**Where the registers sit**

Other sequential cells in the stronger gray, the rest of the logic in the fainter gray.
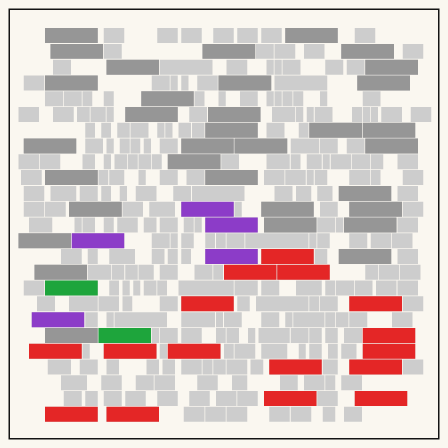
**Clock nets**

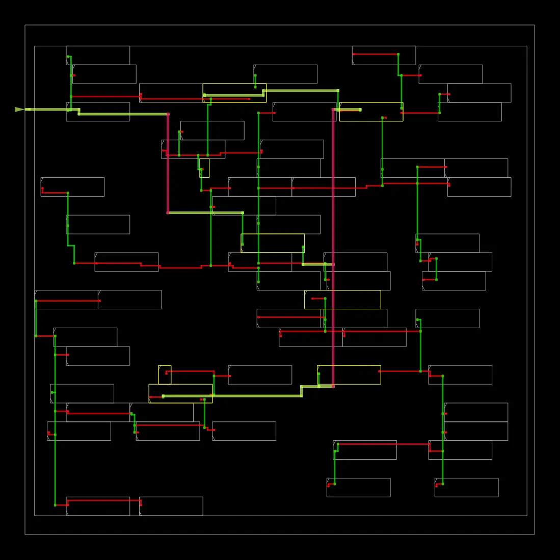
==> config.mk <==
export PLATFORM = sky130hd
export DESIGN_NAME = hazard_ctrl_flat
export DESIGN_NICKNAME = d
export VERILOG_FILES = /design/src/rtl/hazard_if.sv /design/src/rtl/hazard_ctrl.sv /design/src/flat_wrapper.sv
export SDC_FILE = /design/constraint.sdc
export NUM_CORES = 1
export LEC_CHECK = 0
export ABC_CLOCK_PERIOD_IN_PS = 9400
export CORE_MARGIN = 1
export CORE_UTILIZATION = 54
export CTS_BUF_LIST = sky130_fd_sc_hd__clkbuf_16
export DETAILED_ROUTE_END_ITERATION = 7
export PLACE_DENSITY = 0.84
export SKIP_LAST_GASP = 1
export SYNTH_ARGS = -nofsm -noshare
export SYNTH_HDL_FRONTEND = slang
export SYNTH_SLANG_ARGS = --single-unit
==> constraint.sdc <==
create_clock -name clk -period 9.4 [get_ports clk]
set_clock_uncertainty 0.05 [all_clocks]
set_input_delay 2.82 -clock clk [delete_from_list [all_inputs] [get_ports clk]]
set_output_delay 2.82 -clock clk [all_outputs]
set_load 0.005 [all_outputs]
==> flow_metrics.tcl <==
# place-and-route summary
set metrics [dict create \
    ys_async_sr_fraction_pct 100 \
    first_global_vias 2061 \
    hpwl_um 4180 \
    p_comb_share_pct 24.9 \
    topCellsByArea "dfrtp_1, xnor2_1, xor2_1, nand3_1, nand2_1" \
    top_area_share_pct 50.4 \
    cts_root_buffer "clkbuf_16" \
    postSynthSeqShare_pct 50.4 \
    warning_count 27 \
    drv_slew 0 \
    dpl_cell_area_um2 3450 \
    core-area_um2 4850 \
    comb-power_uw 181 \
    dr.pass1.iters 4 \
    yosys.area.top_type "dfrtp_1" \
    rr_worst_depth 4 \
    slew_headroom_pct 54.7 \
    yosys-stat-cells 250 \
    setup_viol 0 \
    gp_congestion 0.818 \
    lay_top_count "clkdlybuf4s50_1" \
    drive_above_1_share_pct 8.86 \
    hold_buffers 0 \
    drc 0 \
    synth.most_common_cell "dfrtp_1" \
    muxShareOfSynthArea_pct 1.57 \
    final_cell_area_um2 3620 \
    top_layer_used "met4" \
    nets 326 \
    finalNonFillerCells 383 \
    hold_viol_final 0 \
    vias 2110 \
    antenna_left 0 \
    top_logic_kind "simple AND/OR/NAND/NOR gates" \
    cts_buffers 5 \
    dieArea_um2 5440 \
    die_width_um 73.8 \
    met2_length_um 2730 \
    sequentialPower_uw 338 \
    timing.fmax_mhz 127 \
    r2r_slack_ns 7.40 \
    ys_types 48 \
    netlist_area_um2 2780 \
    outcome "finished clean" \
    diodes 0 \
    cellLeakagePower_nw 1.54 \
    htree_levels 2 \
    power_frac_seq_pct 46.6 \
    power.total_uw 725 \
    drt-total-wl_um 5690 \
]
Back to the opening pictures, 'where the registers sit':
u_core.timer -> purple  # sequential cells 5, where center
u_core.state -> green  # sequential cells 2
u_core.bus.flush_cnt -> red  # sequential cells 16
not colored = 33
fraction of area in registers: 38.8%
register area: 1400 um^2
utilization after layout: 74.6%

Back to the opening pictures, 'clock nets':
Layout clock buffers: 5
clk ins delay skew pair: 0.29 ns
Clk power: 206 uW
FF+latch count: 56
clock sink count: 56

-- per-layer routing --
| metal | track usage, % | up-vias |
|---|---|---|
| li1 | - | 1022 |
| met1 | 32.3 | 1027 |
| met2 | 38.2 | 54 |
| met3 | 5.49 | 7 |
| met4 | 7.05 | 0 |
| met5 | 0 | - |
-- worst max-delay path: stages --
cell and delay (ns):
clkdlybuf4s50_1 0.61, nor2_1 0.15, o21ai_0 0.28, and3_1 0.39, nor2b_1 0.20, clkdlybuf4s50_1 0.52
-- layout make-up --
cell class	count	area [um^2]
Sequential cell	56	1400
Multi-Input combinational cell	186	1330
Fill cell	347	1230
Timing Repair Buffer	62	618
Clock buffer	5	125
Tap cell	67	83.8
Clock inverter	3	38.8
Inverter	4	15.0
Power figures rest on the tool's default switching activity, not on a simulated workload.
